[src/rtl/ovl_win_change_multi_pkg.sv]
// Shared types for the multi-channel window-change checker: fire codes,
// per-channel window states and a popcount helper for the violation counter.
package ovl_win_change_multi_pkg;

    typedef enum logic [1:0] {
        NONE     = 2'b00,
        NOCHANGE = 2'b01,
        CHANGED  = 2'b10,
        TIMEOUT  = 2'b11
    } fire_code_t;

    typedef enum logic {
        IDLE = 1'b0,
        OPEN = 1'b1
    } win_state_t;

    // Wide enough to count up to 32 simultaneous fires.
    localparam int POP_W = 6;

    function automatic logic [POP_W-1:0] popcount32(input logic [31:0] v);
        logic [POP_W-1:0] n;
        n = '0;
        for (int i = 0; i < 32; i++) begin
            n = n + POP_W'(v[i]);
        end
        return n;
    endfunction

endpackage

[src/rtl/ovl_win_change_multi_if.sv]
// Bus bundle between a stimulus source (master) and the window-change
// checker (slave): enables, window events, sampled data and results.
interface ovl_win_change_multi_if #(
    parameter int NUM_CH = 4,
    parameter int WIDTH  = 1,
    parameter int CNT_W  = 16
);
    logic                      enable;
    logic [NUM_CH-1:0]         start_event;
    logic [NUM_CH-1:0]         end_event;
    logic [NUM_CH*WIDTH-1:0]   test_expr;
    logic [NUM_CH-1:0]         fire;
    logic [2*NUM_CH-1:0]       fire_code;
    logic [NUM_CH-1:0]         win_active;
    logic [CNT_W-1:0]          fire_count;

    modport master (
        output enable, start_event, end_event, test_expr,
        input  fire, fire_code, win_active, fire_count
    );

    modport slave (
        input  enable, start_event, end_event, test_expr,
        output fire, fire_code, win_active, fire_count
    );
endinterface

[src/rtl/ovl_win_change_ch.sv]
// One checker channel: IDLE/OPEN window FSM with captured reference value,
// changed flag, window-length counter and a registered one-cycle fire.
module ovl_win_change_ch
    import ovl_win_change_multi_pkg::*;
#(
    parameter int WIDTH   = 1,
    parameter int MODE    = 0,
    parameter int MAX_WIN = 0
) (
    input  logic             clock,
    input  logic             reset,
    input  logic             enable,
    input  logic             start_event,
    input  logic             end_event,
    input  logic [WIDTH-1:0] test_expr,
    output logic             fire_next,
    output logic             fire,
    output fire_code_t       fire_code,
    output logic             win_active
);
    localparam int            CW    = (MAX_WIN > 0) ? $clog2(MAX_WIN + 1) : 1;
    localparam logic [CW-1:0] MAX_V = CW'(MAX_WIN);

    win_state_t       state;
    logic [WIDTH-1:0] ref_val;
    logic             changed;
    logic [CW-1:0]    win_cnt;
    fire_code_t       code_next;
    logic             mismatch;
    logic             timeout_hit;

    assign mismatch    = (test_expr != ref_val);
    // An end_event on the MAX_WIN edge closes the window normally.
    assign timeout_hit = (MAX_WIN > 0) && (win_cnt == MAX_V) && !end_event;
    assign fire_next   = (code_next != NONE);
    assign win_active  = (state == OPEN);

    always_comb begin
        // NOTE: every output of a combinational block gets a default first so no latch is inferred.
        code_next = NONE;
        if (enable && state == OPEN) begin
            if (timeout_hit) begin
                code_next = TIMEOUT;
            end else if (MODE != 0 && mismatch && !changed) begin
                code_next = CHANGED;
            end else if (MODE == 0 && end_event && !changed && !mismatch) begin
                code_next = NOCHANGE;
            end
        end
    end

    // NOTE: sequential state uses non-blocking assignments so every register samples pre-edge values.
    always_ff @(posedge clock or negedge reset) begin
        if (!reset) begin
            state     <= IDLE;
            ref_val   <= '0;
            changed   <= 1'b0;
            win_cnt   <= '0;
            fire      <= 1'b0;
            fire_code <= NONE;
        end else begin
            fire      <= fire_next;
            fire_code <= code_next;
            if (!enable) begin
                state <= IDLE;
            end else if (state == IDLE) begin
                if (start_event) begin
                    state   <= OPEN;
                    ref_val <= test_expr;
                    changed <= 1'b0;
                    win_cnt <= CW'(1);
                end
            end else begin
                // In unchange mode the changed flag also marks "CHANGED already fired".
                if (mismatch) changed <= 1'b1;
                win_cnt <= win_cnt + 1'b1;
                if (end_event || timeout_hit) state <= IDLE;
            end
        end
    end

endmodule

[src/rtl/ovl_win_change_multi.sv]
// Multi-channel window-change checker: NUM_CH independent channels plus a
// saturating count of all violations.
module ovl_win_change_multi
    import ovl_win_change_multi_pkg::*;
#(
    parameter int NUM_CH  = 4,
    parameter int WIDTH   = 1,
    parameter int MODE    = 0,
    parameter int MAX_WIN = 0,
    parameter int CNT_W   = 16
) (
    input  logic                   clock,
    input  logic                   reset,
    ovl_win_change_multi_if.slave  bus
);
    localparam int SUM_W = CNT_W + POP_W;

    logic [NUM_CH-1:0]   fire_next;
    logic [NUM_CH-1:0]   fire;
    logic [NUM_CH-1:0]   win_active;
    fire_code_t          codes [NUM_CH];
    logic [2*NUM_CH-1:0] code_vec;
    logic [CNT_W-1:0]    fire_count;
    logic [SUM_W-1:0]    sum;
    logic [CNT_W-1:0]    count_next;

    for (genvar c = 0; c < NUM_CH; c++) begin : g_ch
        ovl_win_change_ch #(
            .WIDTH  (WIDTH),
            .MODE   (MODE),
            .MAX_WIN(MAX_WIN)
        ) u_ch (
            .clock      (clock),
            .reset      (reset),
            .enable     (bus.enable),
            .start_event(bus.start_event[c]),
            .end_event  (bus.end_event[c]),
            .test_expr  (bus.test_expr[c*WIDTH +: WIDTH]),
            .fire_next  (fire_next[c]),
            .fire       (fire[c]),
            .fire_code  (codes[c]),
            .win_active (win_active[c])
        );
    end

    always_comb begin
        code_vec = '0;
        for (int c = 0; c < NUM_CH; c++) begin
            code_vec[2*c +: 2] = codes[c];
        end
    end

    // Count the fires being registered this edge so fire_count moves with fire.
    always_comb begin
        sum        = SUM_W'(fire_count) + SUM_W'(popcount32(32'(fire_next)));
        count_next = (sum > SUM_W'({CNT_W{1'b1}})) ? {CNT_W{1'b1}} : sum[CNT_W-1:0];
    end

    always_ff @(posedge clock or negedge reset) begin
        if (!reset) begin
            fire_count <= '0;
        end else begin
            fire_count <= count_next;
        end
    end

    assign bus.fire       = fire;
    assign bus.fire_code  = code_vec;
    assign bus.win_active = win_active;
    assign bus.fire_count = fire_count;

endmodule

[src/flat_wrapper.sv]
// flat-port wrapper written by rule: the top's interface ports become plain ports
module ovl_win_change_multi_flat import ovl_win_change_multi_pkg::*;
#(
    parameter int NUM_CH  = 4,
    parameter int WIDTH   = 1,
    parameter int MODE    = 0,
    parameter int MAX_WIN = 0,
    parameter int CNT_W   = 16
)
  (clock, reset, bus_enable, bus_start_event, bus_end_event, bus_test_expr, bus_fire, bus_fire_code, bus_win_active, bus_fire_count);
  ovl_win_change_multi_if #(.NUM_CH(NUM_CH), .WIDTH(WIDTH), .CNT_W(CNT_W)) bus_i ();
  input  logic clock;
  input  logic reset;
  input wire logic [$bits(bus_i.enable)-1:0] bus_enable;
  input wire logic [$bits(bus_i.start_event)-1:0] bus_start_event;
  input wire logic [$bits(bus_i.end_event)-1:0] bus_end_event;
  input wire logic [$bits(bus_i.test_expr)-1:0] bus_test_expr;
  output wire logic [$bits(bus_i.fire)-1:0] bus_fire;
  output wire logic [$bits(bus_i.fire_code)-1:0] bus_fire_code;
  output wire logic [$bits(bus_i.win_active)-1:0] bus_win_active;
  output wire logic [$bits(bus_i.fire_count)-1:0] bus_fire_count;
  assign bus_i.enable = bus_enable;
  assign bus_i.start_event = bus_start_event;
  assign bus_i.end_event = bus_end_event;
  assign bus_i.test_expr = bus_test_expr;
  assign bus_fire = bus_i.fire;
  assign bus_fire_code = bus_i.fire_code;
  assign bus_win_active = bus_i.win_active;
  assign bus_fire_count = bus_i.fire_count;
  ovl_win_change_multi #(.NUM_CH(NUM_CH), .WIDTH(WIDTH), .MODE(MODE), .MAX_WIN(MAX_WIN), .CNT_W(CNT_W)) u_core (.clock(clock), .reset(reset), .bus(bus_i));
endmodule
[config.mk]
export PLATFORM = sky130hd
export DESIGN_NAME = ovl_win_change_multi_flat
export DESIGN_NICKNAME = d
export VERILOG_FILES = /design/src/rtl/ovl_win_change_multi_pkg.sv /design/src/rtl/ovl_win_change_multi_if.sv /design/src/rtl/ovl_win_change_ch.sv /design/src/rtl/ovl_win_change_multi.sv /design/src/flat_wrapper.sv
export SDC_FILE = /design/constraint.sdc
export NUM_CORES = 1
export LEC_CHECK = 0
export CAP_MARGIN = 15
export CORE_MARGIN = 4
export CORE_UTILIZATION = 41
export CTS_BUF_LIST = sky130_fd_sc_hd__clkbuf_8
export DETAILED_ROUTE_END_ITERATION = 7
export GPL_TIMING_DRIVEN = 0
export PLACE_DENSITY = 0.74
export SLEW_MARGIN = 15
export SYNTH_ARGS = -nofsm -noshare
export SYNTH_HDL_FRONTEND = slang
export SYNTH_SLANG_ARGS = --single-unit
[constraint.sdc]
create_clock -name clock -period 7.32 [get_ports clock]
set_input_delay 1.098 -clock clock [delete_from_list [all_inputs] [get_ports clock]]
set_output_delay 1.098 -clock clock [all_outputs]
set_load 0.02 [all_outputs]
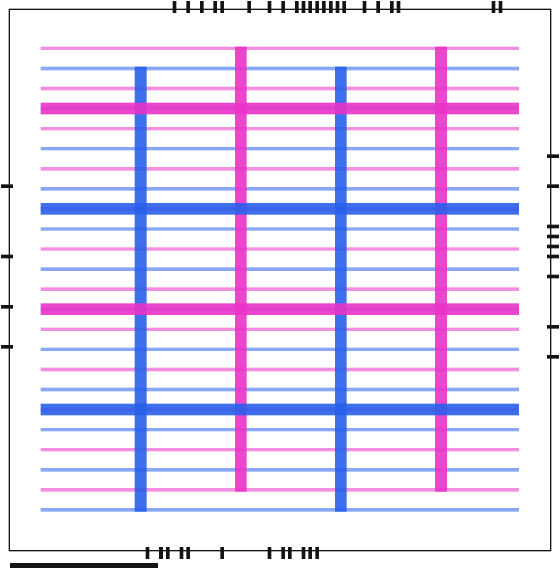
*Power grid, run 1*
The bar under the picture is 20 um long. Pins as bars on the die edge.
color	net
blue	VSS
magenta	VDD
signal pins	47
rows	23
met4 straps	4
met1 rails	24
met5 straps	4

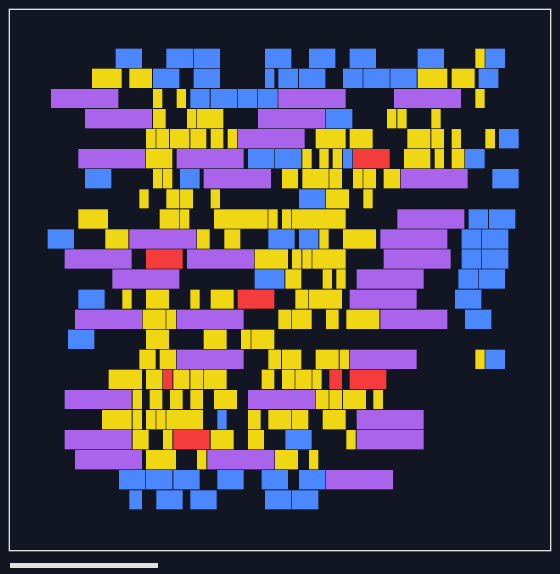
*Cell classes on the final placement, run 1*
The bar under the picture is 20 um long.
color	class	cells
red	clock drivers and dummy loads	7
blue	remaining buffers and delay cells	61
yellow	combinational and other logic	125
purple	sequential cells	32

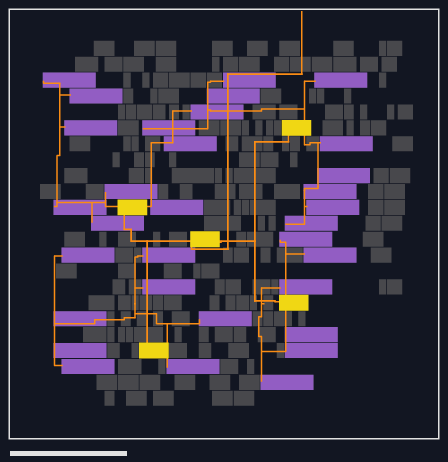
*Clock network drawn from the DEF, run 1*
The bar under the picture is 20 um long.
[purple] flip-flops | count: 32
[orange] clock wires | length: 421 um
[yellow] clock drivers | count: 5
routed clock nets	6

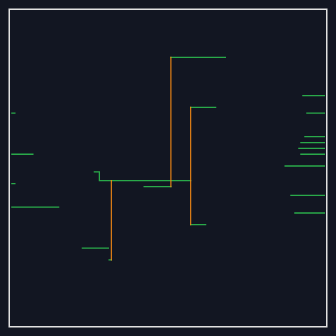
*Signal wires by layer, run 1*
Two of the layers only.
color	layer	wire length
green	metal 3	129 um
orange	metal 4	75.5 um

==> flow_summary_export.csv, run 1 <==
group,metric,value,unit
final_layout,inverters,13,
global_route,grt_max_degree,33,
clocking,cts_resized,0,
clocking,cts_setup_buffers,0,
status,status,"completed",
place,gp_congestion,0.732,
place,pre_cts_ws,2.56,ns
die,initCoreUtil,0.430,
place,dp_hpwl,2590,um
critical_path,r2r_start,"u_core.g_ch[1].u_ch.ref_val$_DFFE_PN0P_",
sta,finalMaxSlewViolations,0,
sta,period_needed,4.44,ns
critical_path,max_stage_delay,0.57,ns
routing,wl_met3,129,um
critical_path,critPathKind,"primary input to register",
sta,relSlewSlack,0.538,
final_layout,sh_seq_area,0.348,
global_route,antenna_found_initial,0,
synthesis,adder_share,0.0589,
die,io_pins,47,
pwr,p_int,327,uW
synthesis,synth.logic.top_family,"simple AND/OR/NAND/NOR gates",
synthesis,synth-edff-count,0,
sta,finalCritPeriodShare,0.606,
final_layout,nMultiInputCombCells,112,
sta,worstMarginPinSlew,0.694,ns
synthesis,syn_inst,174,
die,well_tap_count,50,
sta,setup_ws,2.88,ns
pwr,leakage,1.13,nW
clocking,tritoncts,"built",
sta,final.setup.tns,0,ns
pwr,p_clk,123,uW
final_layout,drive_gt1_frac,0.151,
synthesis,ys_chip_area,1740,um^2
critical_path,crit_path_start,"bus_enable",
synthesis,top_cells_by_count,"dfrtp_1 (32), nand2_1 (19), buf_4 (16)",
synthesis,synth.distinct_cells,35,
clocking,cts_buffer_depth,2,
synthesis,ys_cells,174,
synthesis,yosys.area_share.aoi,0.0876,
run,warnings,26,
routing,routed_wl,3310,um
global_route,first_global_vias,1269,
critical_path,crit_top_cell,"inv_1",
final_layout,syn_to_final_growth,31.9,%
pwr,seq_power_share,0.472,
final_layout,antenna_cells,0,
place,port_buffers,41,
final_layout,n_fill_cell,371,
pwr,comb_power_share,0.266,
hold_path,hold_class,"register to register",
final_layout,nNonClkBuffers,61,
pwr,p_seq,221,uW
final_layout,layout_top_cell,"clkdlybuf4s50_1",
synthesis,seq_area_frac_synth,0.459,
final_layout,sh_comb_area,0.331,
routing,num_vias,1327,
hold_path,hp-start,"u_core.g_ch[0].u_ch.ref_val$_DFFE_PN0P_",
critical_path,worstSetupStartpointType,"primary input",
die,die_y,73.2,um
run,cap_violations,0,
die,coreArea,4060,um^2
hold_path,min_delay_path_depth,1,
sta,rsz0062_at_grt,"false",
critical_path,path_cells,"clkbuf_1 -> clkbuf_1 -> nand4b_1 -> nor2_1 -> ha_1 -> inv_1 -> fa_1 -> inv_1 -> ha_1 -> inv_1 -> fa_1 -> and2b_1 -> o21ai_2 -> or4b_4 -> buf_6 -> o211ai_2",
global_route,grt.total_usage,0.137,
final_layout,final_util,0.567,
die,row_count,23,
routing,met2_length,1650,um
critical_path,rr_endpoint,"u_core.bus.fire_count[13]$_DFF_PN0_",
final_layout,regMostFlops,"u_core.bus.fire_count",
hold_path,hold_end,"u_core.g_ch[0].u_ch.ref_val$_DFFE_PN0P_",
clocking,holdBufCountCts,0,
critical_path,required,7.53,ns
pwr,switching_power,142,uW
critical_path,r2r_setup_slack,3.90,ns
[run 1: stage by stage]
stage	std cells	hold WS (ns)	power [mW]	instance area (um^2)
global placement	268	0.509	0.348	2230
CTS	275	0.531	0.477	2300
floorplan	177	0.491	0.293	1750
finish	275	0.523	0.469	2300
global route	275	0.553	0.496	2300
detailed placement	268	0.517	0.351	2220
[run 1: critical path, delay by kind of cell]
kind | cells | cell delay (ns)
simple gates | 4 | 1.22
compound gates | 2 | 0.17
fa+ha+maj | 4 | 1.16
buf+inv | 6 | 1.00
[run 1: routing by layer]
| metal | GRT usage | vias to the layer above |
|---|---|---|
| met4 | 0.0738 | 0 |
| met1 | 0.170 | 629 |
| met3 | 0.0303 | 7 |
| li1 | - | 669 |
| met2 | 0.219 | 22 |
| met5 | 0 | - |
==> run 2, diff against run 1 <==
==> constraint.sdc (replaced) <==
create_clock -name clock -period 4.4 [get_ports clock]
set_input_delay 0.66 -clock clock [delete_from_list [all_inputs] [get_ports clock]]
set_output_delay 0.66 -clock clock [all_outputs]
set_load 0.02 [all_outputs]
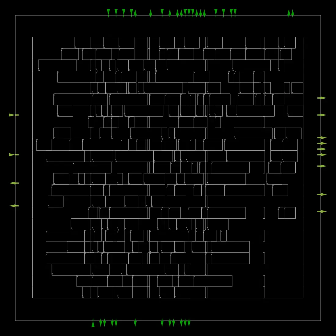
*Cell outlines without signal wires, run 2*
filler instances: 371
final core utilization: 0.567
Core ar.: 4060 um^2
tap cells: 50
Seq cells: 32

==> run 2 against run 1 <==
Synthesized cell count did not move. Highest routed layer unchanged. Final cell count did not move. Non-clock buffer count did not move. Utilization did not move. Die area did not move. Sequential power rose by 67%. Clock power rose by 66%. Wire length did not move. Clock skew did not move. Worst setup slack got worse by 2.5 ns. Largest power group unchanged. Sequential share of layout area did not move. Largest cell class unchanged. Critical endpoint unchanged.
==> flow_summary_export.csv, run 2 <==
group,metric,value,unit
sta,setup_ws,0.399,ns
pwr,p_total,780,uW
clocking,holdBufCountCts,0,
pwr,leakage,1.13,nW
clocking,tritoncts,"built",
sta,rsz0062_at_grt,"false",
place,dp.cells,268,
critical_path,r2r_start,"u_core.g_ch[1].u_ch.ref_val$_DFFE_PN0P_",
synthesis,synth-edff-count,0,
global_route,antenna_found_initial,0,
place,gp_congestion,0.732,
die,die_y,73.2,um
synthesis,syn_area,1740,um^2
critical_path,r2r_setup_slack,0.98,ns
final_layout,layout_top_cell,"clkdlybuf4s50_1",
pwr,p_int,543,uW
synthesis,synth-simple-area-share,0.166,
synthesis,ys_chip_area,1740,um^2
pwr,comb_power_share,0.266,
critical_path,worstSetupStartpointType,"primary input",
pwr,p_clk,204,uW
final_layout,largest_reg_flops,16,
final_layout,final_cells,275,
synthesis,synthTopCellsByArea,"dfrtp_1 (46%), buf_4 (6.9%), xor2_1 (4.5%)",
pwr,p_seq,368,uW
place,dpl_cell_area,2220,um^2
final_layout,regMostFlops,"u_core.bus.fire_count",
synthesis,yosys.area_share.aoi,0.0876,
status,status,"completed",
routing,routed_wl,3310,um
run,warnings,26,
critical_path,rr_endpoint,"u_core.bus.fire_count[13]$_DFF_PN0_",
critical_path,critPathKind,"primary input to register",
place,pre_cts_ws,0.0730,ns
synthesis,seq_area_frac_synth,0.459,
synthesis,syn_inst,174,
place,port_buffers,41,
die,io_pins,47,
critical_path,crit_top_cell,"inv_1",
critical_path,path_cells,"clkbuf_1 -> clkbuf_1 -> nand4b_1 -> nor2_1 -> ha_1 -> inv_1 -> fa_1 -> inv_1 -> ha_1 -> inv_1 -> fa_1 -> and2b_1 -> o21ai_2 -> or4b_4 -> buf_6 -> o211ai_2",
place,dp_hpwl,2590,um
die,row_count,23,
clocking,cts_buffer_depth,2,
die,die_area,5360,um^2
routing,ant_nets,0,
clocking,cts_resized,0,
die,initCoreUtil,0.430,
pwr,seq_power_share,0.472,
synthesis,ys_cells,174,
pwr,top_power_group,"registers",
final_layout,drive_gt1_frac,0.151,
critical_path,path_delay_family,"simple AND/OR/NAND/NOR gates",
synthesis,synth_top_cell_by_count,"dfrtp_1",
pwr,powerComb,208,uW
synthesis,top_cells_by_count,"dfrtp_1 (32), nand2_1 (19), buf_4 (16)",
critical_path,required,4.61,ns
critical_path,max_stage_delay,0.57,ns
synthesis,adder_share,0.0589,
final_layout,design_area,2300,um^2
pwr,cellPowerDensity,339,nW/um^2
hold_path,hold_class,"primary input to async pin",
clocking,cts.sinks,32,
final_layout,syn_to_final_growth,31.9,%
critical_path,path_depth,16,
sta,finalCritPeriodShare,0.909,
pwr,switching_power,237,uW
global_route,grt_max_degree,33,
final_layout,antenna_cells,0,
critical_path,timing.critical_path.buf_inv,6,
synthesis,ys_ff,32,
sta,worstMarginPinSlew,0.694,ns
synthesis,synth.distinct_cells,35,
global_route,grt.total_usage,0.137,
sta,relSlewSlack,0.538,
sta,final.setup.tns,0,ns
global_route,first_global_vias,1269,
sta,finalMaxSlewViolations,0,
routing,num_vias,1327,
clocking,cts_setup_buffers,0,
synthesis,synth.logic.top_family,"simple AND/OR/NAND/NOR gates",
sta,period_needed,4.00,ns
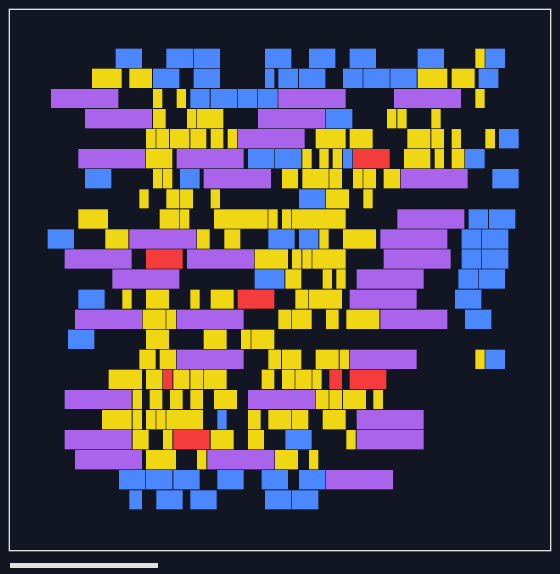
*Cell classes on the final placement, run 2*
The bar under the picture is 20 um long.
color	class	cells
purple	sequential cells	32
blue	remaining buffers and delay cells	61
yellow	combinational and other logic	125
red	clock drivers and dummy loads	7

==> run 2: cell counts after synthesis <==
Identical to the previous run, type by type.
==> run 2: routing by layer <==
| layer | vias up | share of wire | global-route usage |
|---|---|---|---|
| met5 | - | 0 | 0 |
| met4 | 0 | 0.023 | 0.0738 |
| met3 | 7 | 0.039 | 0.0303 |
| met2 | 22 | 0.50 | 0.219 |
| met1 | 629 | 0.44 | 0.170 |
| li1 | 669 | - | - |
==> run 2: final cells by class <==
cell class	instances	area (um^2)	area share
sequential	32	801	0.348
multi-input combinational	112	762	0.331
timing repair buffer	41	405	0.176
buffer	20	143	0.0620
clock buffer	5	68.8	0.0299
tap	50	62.6	0.0272
inverter	13	48.8	0.0212
clock inverter	2	8.76	0.00381
Power and IR drop assume default switching activity.
